--- src/rtl/noc_local_injector_pkg.sv ---
// Shared types and constants for the NoC local injector.
//   - NoC geometry: VC count, coordinate widths
//   - Flit geometry: FLIT_W, payload width, MAX_LEN, length field width
//   - noc_flit_type_e : 2-bit flit type carried in flit_data[FLIT_W-1:FLIT_W-2]
//   - noc_head_t      : packed head-flit fields, zero-padded into the flit body
//   - noc_inj_state_e : injector FSM state, exported on the dbg_state port
package noc_local_injector_pkg;

  localparam int NOC_VC_CHANNEL = 4;
  localparam int NOC_ID_X_WIDTH = 4;
  localparam int NOC_ID_Y_WIDTH = 4;
  localparam int FLIT_W         = 64;
  localparam int PLD_W          = FLIT_W - 2;
  localparam int MAX_LEN        = 16;
  localparam int LEN_W          = $clog2(MAX_LEN + 1);

  typedef enum logic [1:0] {
    FLIT_BODY      = 2'b00,
    FLIT_HEAD      = 2'b01,
    FLIT_TAIL      = 2'b10,
    FLIT_HEAD_TAIL = 2'b11
  } noc_flit_type_e;

  // Field order is MSB first: dst_x is the highest field, len the lowest.
  typedef struct packed {
    logic [NOC_ID_X_WIDTH-1:0] dst_x;
    logic [NOC_ID_Y_WIDTH-1:0] dst_y;
    logic [NOC_ID_X_WIDTH-1:0] src_x;
    logic [NOC_ID_Y_WIDTH-1:0] src_y;
    logic [LEN_W-1:0]          len;
  } noc_head_t;

  typedef enum logic [1:0] {
    ST_IDLE  = 2'd0,
    ST_ALLOC = 2'd1,
    ST_HEAD  = 2'd2,
    ST_BODY  = 2'd3
  } noc_inj_state_e;

  // Place the head fields in the low bits of the flit body, upper bits zero.
  function automatic logic [PLD_W-1:0] head_body(input noc_head_t h);
    logic [PLD_W-1:0] b;
    b = '0;
    b[$bits(noc_head_t)-1:0] = h;
    return b;
  endfunction

endpackage

--- src/rtl/noc_local_injector_vc_rr_picker.sv ---
// Round-robin one-hot VC picker.
//   clk, rst     : clock, asynchronous active-high reset
//   req          : per-VC request (VC idle and may take a new packet)
//   advance      : commit the current pick; pointer moves past the granted VC
//   grant_idx    : index of the picked VC (valid when any_grant)
//   any_grant    : at least one VC requested
// The pointer holds the first index to try; it resets to 0 so the first
// packet after reset goes to the lowest idle VC.
module noc_local_injector_vc_rr_picker #(
  parameter int CHANNELS = 4,
  localparam int IDX_W = $clog2(CHANNELS)
) (
  input  logic                clk,
  input  logic                rst,
  input  logic [CHANNELS-1:0] req,
  input  logic                advance,
  output logic [IDX_W-1:0]    grant_idx,
  output logic                any_grant
);

  logic [IDX_W-1:0] ptr_q, ptr_d;
  logic [IDX_W-1:0] cand;

  always_comb begin
    grant_idx = '0;
    any_grant = 1'b0;
    cand      = '0;
    for (int i = 0; i < CHANNELS; i++) begin
      cand = IDX_W'((int'(ptr_q) + i) % CHANNELS);
      if (!any_grant && req[cand]) begin
        any_grant = 1'b1;
        grant_idx = cand;
      end
    end
  end

  always_comb begin
    ptr_d = ptr_q;
    if (advance && any_grant) begin
      ptr_d = (int'(grant_idx) == CHANNELS - 1) ? '0 : grant_idx + IDX_W'(1);
    end
  end

  always_ff @(posedge clk or posedge rst) begin
    if (rst) ptr_q <= '0;
    else     ptr_q <= ptr_d;
  end

endmodule

--- src/rtl/noc_local_injector.sv ---
// NoC local injector: converts host packet requests (dest + payload stream)
// into HEAD/BODY/TAIL flits on one VC of the router local input port.
//   noc_clk, noc_rst : clock, asynchronous active-high reset
//   id_x, id_y       : own coordinates (source field of the head flit)
//   req_*            : packet request (valid/ready), dst and payload length
//   pld_*            : payload word stream (valid/ready)
//   flit_valid/data/ready : per-VC flit link toward the router
//   vc_ready         : per-VC idle indication, sampled only while allocating
//   busy             : packet in flight
//   dbg_state        : current FSM state
//   perf_pkt_cnt, perf_stall_cnt : present only with NOC_INJ_PERF_CNT_EN
//
// Handshake: a transfer happens on a clock edge where valid and ready are both
// high. Once flit_valid is raised, flit_data and the VC stay fixed until
// flit_ready on that VC; in BODY the payload is passed straight through so
// pld_ready mirrors flit_ready of the selected VC.
module noc_local_injector
  import noc_local_injector_pkg::*;
#(
  parameter int CHANNELS = NOC_VC_CHANNEL,
  localparam int VC_W = $clog2(CHANNELS)
) (
  input  logic                      noc_clk,
  input  logic                      noc_rst,
  input  logic [NOC_ID_X_WIDTH-1:0] id_x,
  input  logic [NOC_ID_Y_WIDTH-1:0] id_y,
  input  logic                      req_valid,
  output logic                      req_ready,
  input  logic [NOC_ID_X_WIDTH-1:0] req_dst_x,
  input  logic [NOC_ID_Y_WIDTH-1:0] req_dst_y,
  input  logic [LEN_W-1:0]          req_len,
  input  logic                      pld_valid,
  output logic                      pld_ready,
  input  logic [PLD_W-1:0]          pld_data,
  output logic [CHANNELS-1:0]       flit_valid,
  output logic [FLIT_W-1:0]         flit_data,
  input  logic [CHANNELS-1:0]       flit_ready,
  input  logic [CHANNELS-1:0]       vc_ready,
  output logic                      busy,
`ifdef NOC_INJ_PERF_CNT_EN
  output logic [31:0]               perf_pkt_cnt,
  output logic [31:0]               perf_stall_cnt,
`endif
  output noc_inj_state_e            dbg_state
);

  noc_inj_state_e            state_q, state_d;
  logic [NOC_ID_X_WIDTH-1:0] dst_x_q, dst_x_d, src_x_q, src_x_d;
  logic [NOC_ID_Y_WIDTH-1:0] dst_y_q, dst_y_d, src_y_q, src_y_d;
  logic [LEN_W-1:0]          len_q, len_d, rem_q, rem_d;
  logic [VC_W-1:0]           vc_q, vc_d;
  logic [VC_W-1:0]           gnt_idx;
  logic                      gnt_any;
  logic                      req_ready_c;
  noc_head_t                 head_s;
  noc_flit_type_e            ftype;

  noc_local_injector_vc_rr_picker #(.CHANNELS(CHANNELS)) u_rr (
    .clk       (noc_clk),
    .rst       (noc_rst),
    .req       (vc_ready),
    .advance   (state_q == ST_ALLOC),
    .grant_idx (gnt_idx),
    .any_grant (gnt_any)
  );

  always_comb begin
    state_d     = state_q;
    dst_x_d     = dst_x_q;
    dst_y_d     = dst_y_q;
    src_x_d     = src_x_q;
    src_y_d     = src_y_q;
    len_d       = len_q;
    rem_d       = rem_q;
    vc_d        = vc_q;
    req_ready_c = 1'b0;
    pld_ready   = 1'b0;
    flit_valid  = '0;
    flit_data   = '0;
    ftype       = FLIT_BODY;
    head_s      = '{dst_x: dst_x_q, dst_y: dst_y_q, src_x: src_x_q, src_y: src_y_q, len: len_q};

    case (state_q)
      ST_IDLE: begin
        req_ready_c = 1'b1;
        if (req_valid) begin
          dst_x_d = req_dst_x;
          dst_y_d = req_dst_y;
          src_x_d = id_x;
          src_y_d = id_y;
          // Oversized requests are clipped rather than rejected.
          len_d   = (req_len > LEN_W'(MAX_LEN)) ? LEN_W'(MAX_LEN) : req_len;
          state_d = ST_ALLOC;
        end
      end
      ST_ALLOC: begin
        if (gnt_any) begin
          vc_d    = gnt_idx;
          state_d = ST_HEAD;
        end
      end
      ST_HEAD: begin
        ftype            = (len_q == '0) ? FLIT_HEAD_TAIL : FLIT_HEAD;
        flit_valid[vc_q] = 1'b1;
        flit_data        = {ftype, head_body(head_s)};
        if (flit_ready[vc_q]) begin
          rem_d   = len_q;
          state_d = (len_q == '0) ? ST_IDLE : ST_BODY;
        end
      end
      ST_BODY: begin
        ftype            = (rem_q == LEN_W'(1)) ? FLIT_TAIL : FLIT_BODY;
        flit_valid[vc_q] = pld_valid;
        flit_data        = {ftype, pld_data};
        pld_ready        = flit_ready[vc_q];
        if (pld_valid && flit_ready[vc_q]) begin
          if (rem_q != '0) rem_d = rem_q - LEN_W'(1);
          if (rem_q <= LEN_W'(1)) state_d = ST_IDLE;
        end
      end
      default: state_d = ST_IDLE;
    endcase
  end

  always_ff @(posedge noc_clk or posedge noc_rst) begin
    if (noc_rst) begin
      state_q <= ST_IDLE;
      dst_x_q <= '0;
      dst_y_q <= '0;
      src_x_q <= '0;
      src_y_q <= '0;
      len_q   <= '0;
      rem_q   <= '0;
      vc_q    <= '0;
    end else begin
      state_q <= state_d;
      dst_x_q <= dst_x_d;
      dst_y_q <= dst_y_d;
      src_x_q <= src_x_d;
      src_y_q <= src_y_d;
      len_q   <= len_d;
      rem_q   <= rem_d;
      vc_q    <= vc_d;
    end
  end

  // Held low while reset is asserted even though the state is already IDLE.
  assign req_ready = req_ready_c & ~noc_rst;
  assign busy      = (state_q != ST_IDLE);
  assign dbg_state = state_q;

`ifdef NOC_INJ_PERF_CNT_EN
  logic [31:0] pkt_cnt_q, pkt_cnt_d, stall_cnt_q, stall_cnt_d;
  logic        tail_xfer;

  always_comb begin
    tail_xfer = ((state_q == ST_HEAD) && (len_q == '0) && flit_ready[vc_q]) ||
                ((state_q == ST_BODY) && (rem_q <= LEN_W'(1)) && pld_valid && flit_ready[vc_q]);
    pkt_cnt_d   = pkt_cnt_q;
    stall_cnt_d = stall_cnt_q;
    if (tail_xfer)                    pkt_cnt_d   = pkt_cnt_q + 32'd1;
    if (|(flit_valid & ~flit_ready))  stall_cnt_d = stall_cnt_q + 32'd1;
  end

  always_ff @(posedge noc_clk or posedge noc_rst) begin
    if (noc_rst) begin
      pkt_cnt_q   <= '0;
      stall_cnt_q <= '0;
    end else begin
      pkt_cnt_q   <= pkt_cnt_d;
      stall_cnt_q <= stall_cnt_d;
    end
  end

  assign perf_pkt_cnt   = pkt_cnt_q;
  assign perf_stall_cnt = stall_cnt_q;
`endif

endmodule

--- config.mk ---
export PLATFORM = sky130hd
export DESIGN_NAME = noc_local_injector
export DESIGN_NICKNAME = d
export VERILOG_FILES = /design/src/rtl/noc_local_injector_pkg.sv /design/src/rtl/noc_local_injector_vc_rr_picker.sv /design/src/rtl/noc_local_injector.sv
export SDC_FILE = /design/constraint.sdc
export NUM_CORES = 1
export LEC_CHECK = 0
export ABC_AREA = 1
export CORE_MARGIN = 1
export CORE_UTILIZATION = 35
export DETAILED_ROUTE_END_ITERATION = 6
export GPL_TIMING_DRIVEN = 0
export PLACE_DENSITY = 0.77
export SLEW_MARGIN = 20
export SYNTH_ARGS = -nofsm -noshare
export SYNTH_HDL_FRONTEND = slang
export SYNTH_SLANG_ARGS = --single-unit
--- constraint.sdc ---
create_clock -name noc_clk -period 2.1 [get_ports noc_clk]
set_input_delay 0.315 -clock noc_clk [delete_from_list [all_inputs] [get_ports noc_clk]]
set_output_delay 0.315 -clock noc_clk [all_outputs]
set_load 0.005 [all_outputs]
Figure 1. Drive-strength map.
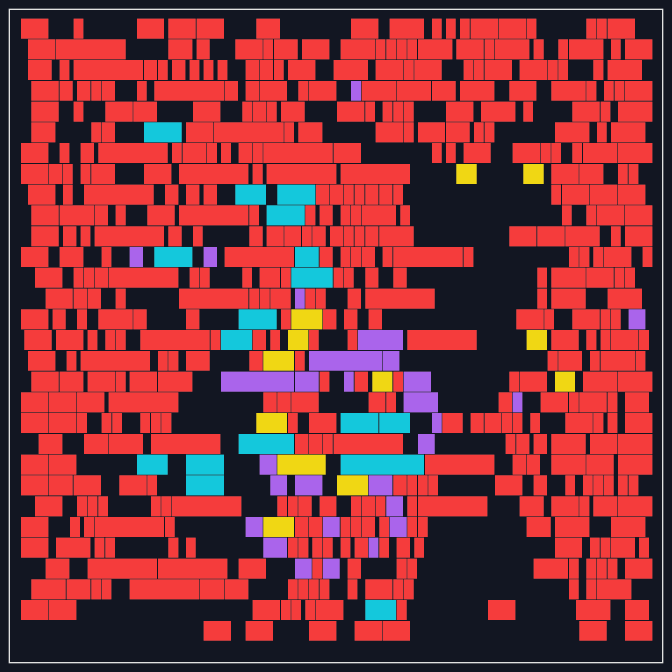
legend:
  cyan:
    size: x6 and larger
    cells: 17
    share: 3.0%
  red:
    size: x1 and smaller
    cells: 501
    share: 90%
  yellow:
    size: x3 and x4
    cells: 12
    share: 2.2%
  purple:
    size: x2
    cells: 28
    share: 5.0%
Non-Clock Buffer Count: 183
Setup WS post-layout: 0.07713 ns

==> impl_metrics.csv <==
group,metric,value,unit
status,outcome,"completed",
final_layout,design_area,4502,µm²
synth,compound_area_share,16.61,%
synth,avgSynthCellArea,6.371,µm²
clock_network,h-tree-depth,2,
die,die_w,85.39,µm
power,swShare,43.59,%
power,power_density,1125,nW/µm²
detailed_routing,firstDrtPassIters,6,
power,ir_worst_vdd,520.5,µV
power,pg_seq,1150,µW
synth,ys_seq_elements,32,
final_layout,logic_gates,256,
grt,grt.busiest_layer,"met2",
final_layout,seq_cells,32,
timing,skew,0.005325,ns
final_layout,comb_area,1280,µm²
final_layout,drive_above_1_share,10.22,%
detailed_routing,via_per_inst,4.762,
clock_network,root_buffer,"clkbuf_8",
synth,yosysUniqueCellTypes,33,
detailed_routing,vias,3038,
die,nWellTaps,80,
place,place_ws,-0.1900,ns
final_layout,register_area,803.3,µm²
place,dp_cells,629,
setup_path,worstPathArrival,1.71,ns
grt,grt_pass1_wl,12.20,mm
setup_path,cp_max_fo,5,
synth,yosysMostFrequentCell,"nand2_1",
clock_network,clk_path_buf_depth,2,
grt,antenna_found_initial,0,
power,seq_power_share,22.8,%
final_layout,top_regs,"len_q x5, rem_q x5",
synth,enable_flop_cells,0,
flow_run,cap_viol_max_count,0,
final_layout,inv_count,79,
setup_path,crit_type,"reg -> out",
synth,synth-seq-area-share,32.90,%
timing,hold_viol_final,0,
synth,synthMuxAreaShare,0,%
timing,finalCritPeriodShare,96.33,%
synth,yosys_cells,382,
detailed_routing,met2_length,3.944,mm
power,p_leak,0.002882,µW
grt,grtUsageMet2,37.98,%
final_layout,nets,654,
timing,tns,0,ns
Figure 2. Metal layers overlaid.
Two of the layers only.
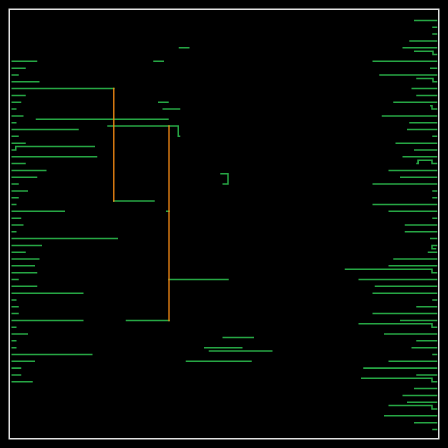
legend:
  orange:
    layer: M4
    wire_length: 61.2 µm
  green:
    layer: M3
    wire_length: 775 µm
All-Layer GR Usage: 20.73%
average wire per standard cell: 12.35 µm
Post-Route WL: 7.882 mm

-- worst max-delay path by stage --
stage	from	slack [ns]	depth (start not counted)	endpoint
5_1_grt	dbg_state[1]	-0.03	5	flit_data[19]
3_3_place_gp	dbg_state[1]	-0.19	5	flit_data[43]
2_1_floorplan	dbg_state[1]	0.58	5	flit_data[10]
6_report	dbg_state[1]	0.08	5	flit_data[13]
4_1_cts	dbg_state[0]	0.0002	5	flit_data[30]
3_5_place_dp	dbg_state[1]	-0.19	7	flit_data[17]
-- worst max-delay path, stage by stage, from the launching register on --
cell             delay, ns
dfrtp_2               0.42
inv_2                 0.07
nor2_4                0.16
buf_6                 0.14
a22o_1                0.13
clkdlybuf4s50_1       0.50
Power is estimated from default activity; no workload was simulated.
